**config.mk**
```make
export PLATFORM = sky130hd
export DESIGN_NAME = csa_final_adder_pipe
export DESIGN_NICKNAME = d
export VERILOG_FILES = /design/src/rtl/csa_final_adder_pipe.sv
export SDC_FILE = /design/constraint.sdc
export NUM_CORES = 1
export LEC_CHECK = 0
export CAP_MARGIN = 5
export CORE_ASPECT_RATIO = 0.5
export CORE_UTILIZATION = 53
export CTS_CLUSTER_SIZE = 40
export DETAILED_ROUTE_END_ITERATION = 10
export GPL_TIMING_DRIVEN = 0
export PLACE_DENSITY = 0.85
export SKIP_CTS_REPAIR_TIMING = 1
export SYNTH_ARGS = -nofsm -noshare
export SYNTH_HDL_FRONTEND = slang
export SYNTH_SLANG_ARGS = --single-unit
```
**constraint.sdc**
```tcl
create_clock -name clk -period 4.3 [get_ports clk]
set_input_delay 0.645 -clock clk [delete_from_list [all_inputs] [get_ports clk]]
set_output_delay 0.645 -clock clk [all_outputs]
set_load 0.1 [all_outputs]
```
**src/rtl/csa_final_adder_pipe.sv**
```systemverilog
// Two-stage final adder that resolves a carry-save (sum, carry) pair into binary.
// Stage 1 adds the low segment; stage 2 adds the high segment plus the low carry-out.
module csa_final_adder_pipe #(
  parameter int unsigned S_WIDTH  = 20,
  parameter int unsigned C_WIDTH  = 20,
  parameter int unsigned LO_WIDTH = 10
) (
  input  logic               clk,
  input  logic               rst,
  input  logic               in_valid,
  output logic               in_ready,
  input  logic [S_WIDTH-1:0] s_in,
  input  logic [C_WIDTH-1:0] c_in,
  output logic               out_valid,
  input  logic               out_ready,
  output logic [S_WIDTH:0]   sum_out,
  output logic [1:0]         occupancy
);

  localparam int unsigned HiWidth = S_WIDTH - LO_WIDTH;

  logic                v1_q, v2_q;
  logic [LO_WIDTH-1:0] lo_q;
  logic                k_q;
  logic [HiWidth-1:0]  s_hi_q, c_hi_q;
  logic [S_WIDTH:0]    sum_q;

  logic                adv1, adv2, load1, load2;
  logic [LO_WIDTH:0]   lo_sum;
  logic [HiWidth:0]    hi_sum;

  always_comb begin
    adv2   = !v2_q || out_ready;
    adv1   = !v1_q || adv2;
    // Data only moves with a valid pair, so invalid inputs never disturb held results.
    load1  = adv1 && in_valid;
    load2  = adv2 && v1_q;
    lo_sum = {1'b0, s_in[LO_WIDTH-1:0]} + {1'b0, c_in[LO_WIDTH-1:0]};
    hi_sum = {1'b0, s_hi_q} + {1'b0, c_hi_q} + {{HiWidth{1'b0}}, k_q};
  end

  always_ff @(posedge clk or posedge rst) begin
    if (rst) begin
      v1_q <= 1'b0;
      v2_q <= 1'b0;
    end else begin
      if (adv1) v1_q <= in_valid;
      if (adv2) v2_q <= v1_q;
    end
  end

  always_ff @(posedge clk or posedge rst) begin
    if (rst) begin
      lo_q   <= '0;
      k_q    <= 1'b0;
      s_hi_q <= '0;
      c_hi_q <= '0;
    end else if (load1) begin
      lo_q   <= lo_sum[LO_WIDTH-1:0];
      k_q    <= lo_sum[LO_WIDTH];
      s_hi_q <= s_in[S_WIDTH-1:LO_WIDTH];
      c_hi_q <= c_in[S_WIDTH-1:LO_WIDTH];
    end
  end

  always_ff @(posedge clk or posedge rst) begin
    if (rst) begin
      sum_q <= '0;
    end else if (load2) begin
      sum_q <= {hi_sum, lo_q};
    end
  end

  assign in_ready  = adv1;
  assign out_valid = v2_q;
  assign sum_out   = sum_q;
  assign occupancy = {1'b0, v1_q} + {1'b0, v2_q};

endmodule

```
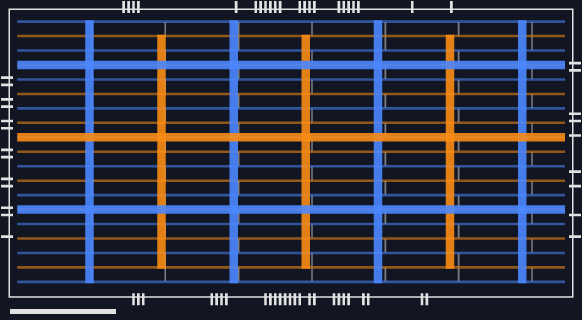
(run_1/power_grid.png)
Bar = 20 um. Pins as bars on the die edge. Tap cells in grey.
blue -> VSS
orange -> VDD
rows = 18
met5 straps = 3
met1 rails = 19
signal pins = 69

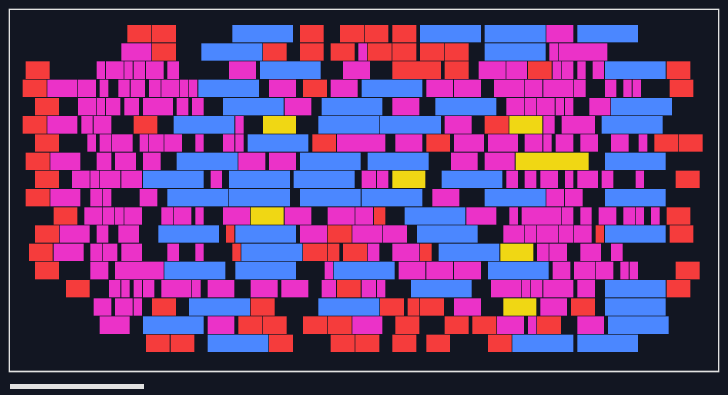
(run_1/placement_by_type.png)
Bar = 20 um.
magenta -> combinational and other logic  # cells 191
blue -> sequential cells  # cells 54
yellow -> clock drivers and dummy loads  # cells 7
red -> remaining buffers and delay cells  # cells 76

==> summary.txt, run 1 <==
yosys + openroad results -> syn avg cell area 11.3 um2, share of layout cells above drive strength 1 14.3%, # nets final 395, final-report hold violation count 0, clk_lat worst skew 300 ps, Crit path arrival time 2430 ps, die width 106 um, most instantiated logic cells after routing clkdlybuf4s50_1, dfrtp_1, mux2_2, largest net degree at the start of global routing 29, GRT Max-Usage Layer met2, fillcell total 363, tapcell count 70, Chip Height 53.9 um, fin area 3750 um2, CP bufs+invs 2, DRT antenna net count 0, Post-synth top cells dfrtp_1, mux2_2, nand2_1, # clock sinks 54, switching portion of total power 47.6%, EDFF count, synth 0, ys cells 252, top post-synthesis cells by area dfrtp_1, mux2_2, ha_1, o21ai_0, nand2_1, Post-DP Area 3640 um2, vias in the first global route 2169, Synth flops 54, Pint 1.18 mW, logic area 1430 um2, run status finished clean, Top-area cell share 47.4%, root buffer cell clkbuf_8, Slew @ Worst Pin 980 ps, Clock buffer cells 6, P_leak 1.65 nW, endpoint class of the critical path primary output, worst relative slew slack 34.5%, cell family with most CP delay buffers and inverters, routed vias 2172, clock slew at reported path FFs 90 ps, Clock-cell share 3.00%, cycle use final 71.5%, Critical Path Start out_ready, Core Region 5040 um2, clock share of power 15.2%, Metal-1 WL 2530 um, row count 18, diodes inserted 0, Max power group combinational cells, Dominant comb cell AND-OR/OR-AND gates, buffer share of cell area 19.5%, Critical Path Max Stage Delay 1160 ps, num ports 69, XOR-XNOR Cells, Area Fraction 2.46%, post-DR vias/cell 5.46, CP startpoint kind input pin, power density cells 598 nW/um2, total power draw 2.24 mW, routed wl met3 147 um, DP HPWL 4460 um, Comb area share 38.1%, Hold/Removal Path Class reg2reg, GRT Total Usage 22.5%, Critical Path RT 3650 ps, first-pass GRT wire length 9830 um, ys async rst share 100%, H-tree depth 2, Hold Crit Start lo_q[2]$_DFFE_PP0P_, cell taking the most area after synthesis dfrtp_1, Num CTS Buffers 5, FF/Latch Area 1350 um2, DR pass1 iterations 4, Die Area 5700 um2, worst r2r src k_q$_DFFE_PP0P_, Signal inverters 10, drt total wl 5730 um, minimum hold slack 484 ps
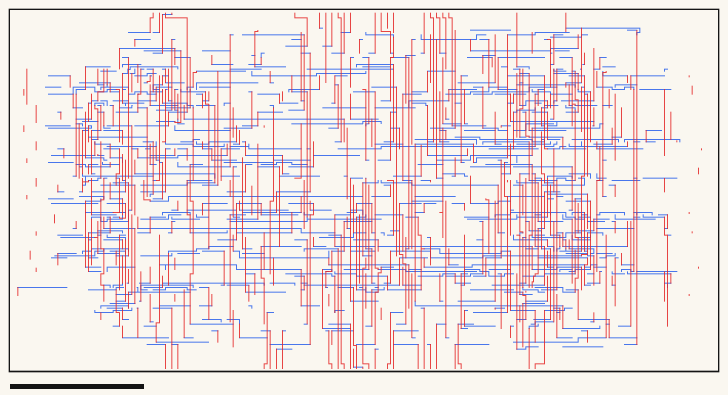
(run_1/wires.png)
Bar = 20 um. Two of the layers only.
red -> metal 2  # wire length 2980 um
blue -> metal 1  # wire length 2530 um

[run 1: final timing paths]
kind                                            to  slack, ps  cells after the start
min in group asynchronous   sum_out[7]$_DFFE_PP0P_        720                      2
setup reg to reg           sum_out[18]$_DFFE_PP0P_       1910                      8
hold reg to reg                lo_q[2]$_DFFE_PP0P_        480                      2
hold / removal                 lo_q[2]$_DFFE_PP0P_        480                      2
setup / recovery                          in_ready       1230                      3
max in group asynchronous  sum_out[16]$_DFFE_PP0P_       3050                      3
[run 1: stage by stage]
stage               utilization [%]  worst slack (ps)  cells
CTS                            74.4              1220    398
floorplan                         -              1140    252
global placement               71.8              1260    390
global route                   74.4              1190    398
finish                         74.4              1230    398
detailed placement             72.1              1230    391
==> run_1/placement.png <==
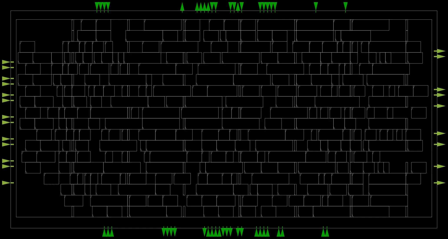

## Run 2: what changed since run 1
--- a/config.mk
+++ b/config.mk
@@ -7,11 +7,11 @@
 export LEC_CHECK = 0
 export CAP_MARGIN = 5
 export CORE_ASPECT_RATIO = 0.5
-export CORE_UTILIZATION = 53
+export CORE_UTILIZATION = 50
 export CTS_CLUSTER_SIZE = 40
 export DETAILED_ROUTE_END_ITERATION = 10
 export GPL_TIMING_DRIVEN = 0
-export PLACE_DENSITY = 0.85
+export PLACE_DENSITY = 0.81
 export SKIP_CTS_REPAIR_TIMING = 1
 export SYNTH_ARGS = -nofsm -noshare
 export SYNTH_HDL_FRONTEND = slang
==> constraint.sdc (replaced) <==
create_clock -name clk -period 2.9 [get_ports clk]
set_input_delay 0.435 -clock clk [delete_from_list [all_inputs] [get_ports clk]]
set_output_delay 0.435 -clock clk [all_outputs]
set_load 0.1 [all_outputs]
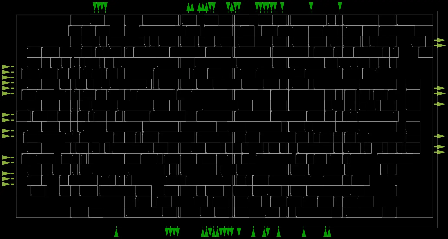
(run_2/placement.png)
fillcell total: 403
Layout Utilization: 70.0%
tapcell count: 73

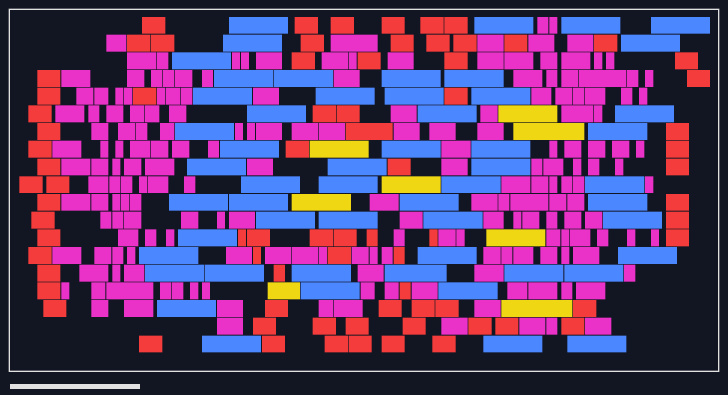
(run_2/placement_by_type.png)
Bar = 20 um.
magenta -> combinational and other logic  # cells 191
red -> remaining buffers and delay cells  # cells 76
yellow -> clock drivers and dummy loads  # cells 8
blue -> sequential cells  # cells 54

==> summary.txt, run 2 <==
yosys + openroad results -> run status complete, but fails checks, failing checks DRC, GRT overflow 0, routed wl met3 166 um (+13%), clock share of power 21.5% (+6.3 points), Max power group combinational cells, switching portion of total power 44.6% (-2.9 points), P_leak 1.69 nW (+2.4%), Top-area cell share 47.4% (unchanged), Plain + repair buffers 76, Critical Path Max Stage Delay 1150 ps (about the same), buffer share of cell area 19.0% (-0.46 points), Clock-cell share 5.18% (+2.2 points), P_clk 0.770 mW, most numerous cell in the Yosys netlist dfrtp_1, Synth flops 54 (unchanged), Crit path arrival time 2220 ps (-210 ps), Top FF cell, synth dfrtp_1, DR pass1 iterations 7 (+3), Final TNS setup 0 ps, Post-synth top cells dfrtp_1, mux2_2, nand2_1, drt drc 1, FF/Latch Area 1350 um2 (about the same), Place WS 254 ps (-972 ps), row count 19 (+1), most frequent logic cell in the layout clkdlybuf4s50_1, OpenROAD warning count 26, max FFs per register 21, final worst slack 246 ps (-981 ps), # nets final 395 (unchanged), endpoint class of the critical path primary output, reg2reg setup slack 510 ps (-1400 ps), Critical Path RT 2470 ps (-1180 ps), synthesized area 2850 um2, Syn. warnings 0, Gate Count Post-Synth 252, first-pass GRT wire length 9880 um (+0.56%), drt total wl 5720 um (about the same), largest class logic gates, ys cells 252 (unchanged), critical path type in2out, Post-DP Area 3640 um2 (+0.14%), Comb area share 37.2% (-0.91 points), Synth Seq Share 47.4%, diodes inserted 0 (unchanged), DRT antenna net count 0 (unchanged), CP bufs+invs 2 (unchanged), share of layout cells above drive strength 1 14.9% (+0.56 points), GRT Max-Usage Layer met2, num ports 69 (unchanged), Multi-In Gates 181, Metal-1 WL 2610 um (+3.2%), top sig layer met4, Slowest cell on crit path clkdlybuf4s50_1, die width 109 um (+2.9%), met1 global-route usage 27.4%, Num CTS Buffers 5 (unchanged), CP startpoint kind input pin, total power draw 3.59 mW (+60%), fin cells 402 (+1.0%), DP HPWL 4320 um (-3.1%), Pint 1.99 mW (+69%), routed vias 2184 (+0.55%), clock slew at reported path FFs 70 ps (-20 ps), worst r2r src k_q$_DFFE_PP0P_, Die Area 6030 um2 (+5.8%), combinational power 1.78 mW, Hold Crit Start lo_q[6]$_DFFE_PP0P_, Clock buffer cells 6 (unchanged), ys async rst share 100% (unchanged), wire per inst 14.2 um, worst relative slew slack 34.2% (-0.27 points), EDFF count, synth 0 (unchanged), Initial Util 51.9%, Slew Viols, Final 0, # clock sinks 54 (unchanged), initial antenna violation count 0, Clock Path Buffers 2, Comb pwr share 49.5%, Chip Height 55.4 um (+2.8%), Mapped Nets 319, Signal inverters 10 (unchanged), most instantiated logic cells after routing clkdlybuf4s50_1, dfrtp_1, mux2_2, fin area 3840 um2 (+2.4%), Seq Cell Count 54, final-report hold violation count 0 (unchanged), final setup skew 3.44 ps, Hold Path Depth 2 (unchanged), cycle use final 91.5%, logic area 1430 um2 (unchanged), H-tree depth 2 (unchanged), Tmin final 2650 ps, power density cells 934 nW/um2 (+56%), root buffer cell clkbuf_16, CTS tree yes, Setup Viol. Count Final 0, reg2reg end sum_out[18]$_DFFE_PP0P_, sw power 1.60 mW, worst-case hold path end point lo_q[6]$_DFFE_PP0P_, top post-synthesis cells by area dfrtp_1, mux2_2, ha_1, o21ai_0, nand2_1, path depth of the worst reg2reg path 8 (unchanged), Critical Path Start out_ready, post-DR vias/cell 5.43 (-0.45%), largest net degree at the start of global routing 34 (+17%), vias in the first global route 2209 (+1.8%), met3 Use GR 2.95%, Synth-to-Final Area Change 34.8%, Placed Cells 394 (+0.77%), Hold/Removal Path Class reg2reg, CP most frequent cell clkdlybuf4s50_1, Seq. pwr 1.04 mW, cell family with most CP delay buffers and inverters, minimum hold slack 480 ps (-4.01 ps), syn avg cell area 11.3 um2 (unchanged), drt initial violations 114, clk_lat worst skew 280 ps (-20 ps), worst IR drop on VDD 0.769 mV, sequential share of cell area 35.2%, unrepaired setup endpoints after global routing no, Core Region 5490 um2 (+8.9%), Slew @ Worst Pin 984 ps (+3.98 ps), cell taking the most area after synthesis dfrtp_1, crit path cell chain clkdlybuf4s50_1 -> nand3b_1 -> clkdlybuf4s50_1, GRT Total Usage 20.8% (-1.7 points)
run 2: cell counts after synthesis:
Identical to the previous run, type by type.
run 2: how the worst max path moves through the flow:
| stage | slack, ps | to | depth (start not counted) |
|---|---|---|---|
| detailed placement | 250 | in_ready | 3 |
| finish | 250 | in_ready | 3 |
| floorplan | 150 | c_hi_q[7]$_DFFE_PP0P_ | 4 |
| global route | 210 | in_ready | 3 |
| CTS | 250 | in_ready | 3 |
| global placement | 130 | out_valid$_DFFE_PP0P_ | 2 |
run 2: cell families after synthesis:
group,Yosys count,synth area share [%]
AOI/OAI and AO/OA,67,15.3
DFF,54,47.4
and+or+nand+nor,50,8.56
muxes,33,13.0
adders and majority gates,23,10.9
buffers and inverters,17,2.41
xor gates and xnor gates,8,2.46
No activity file was given, so power comes from the tool's default toggle rates.
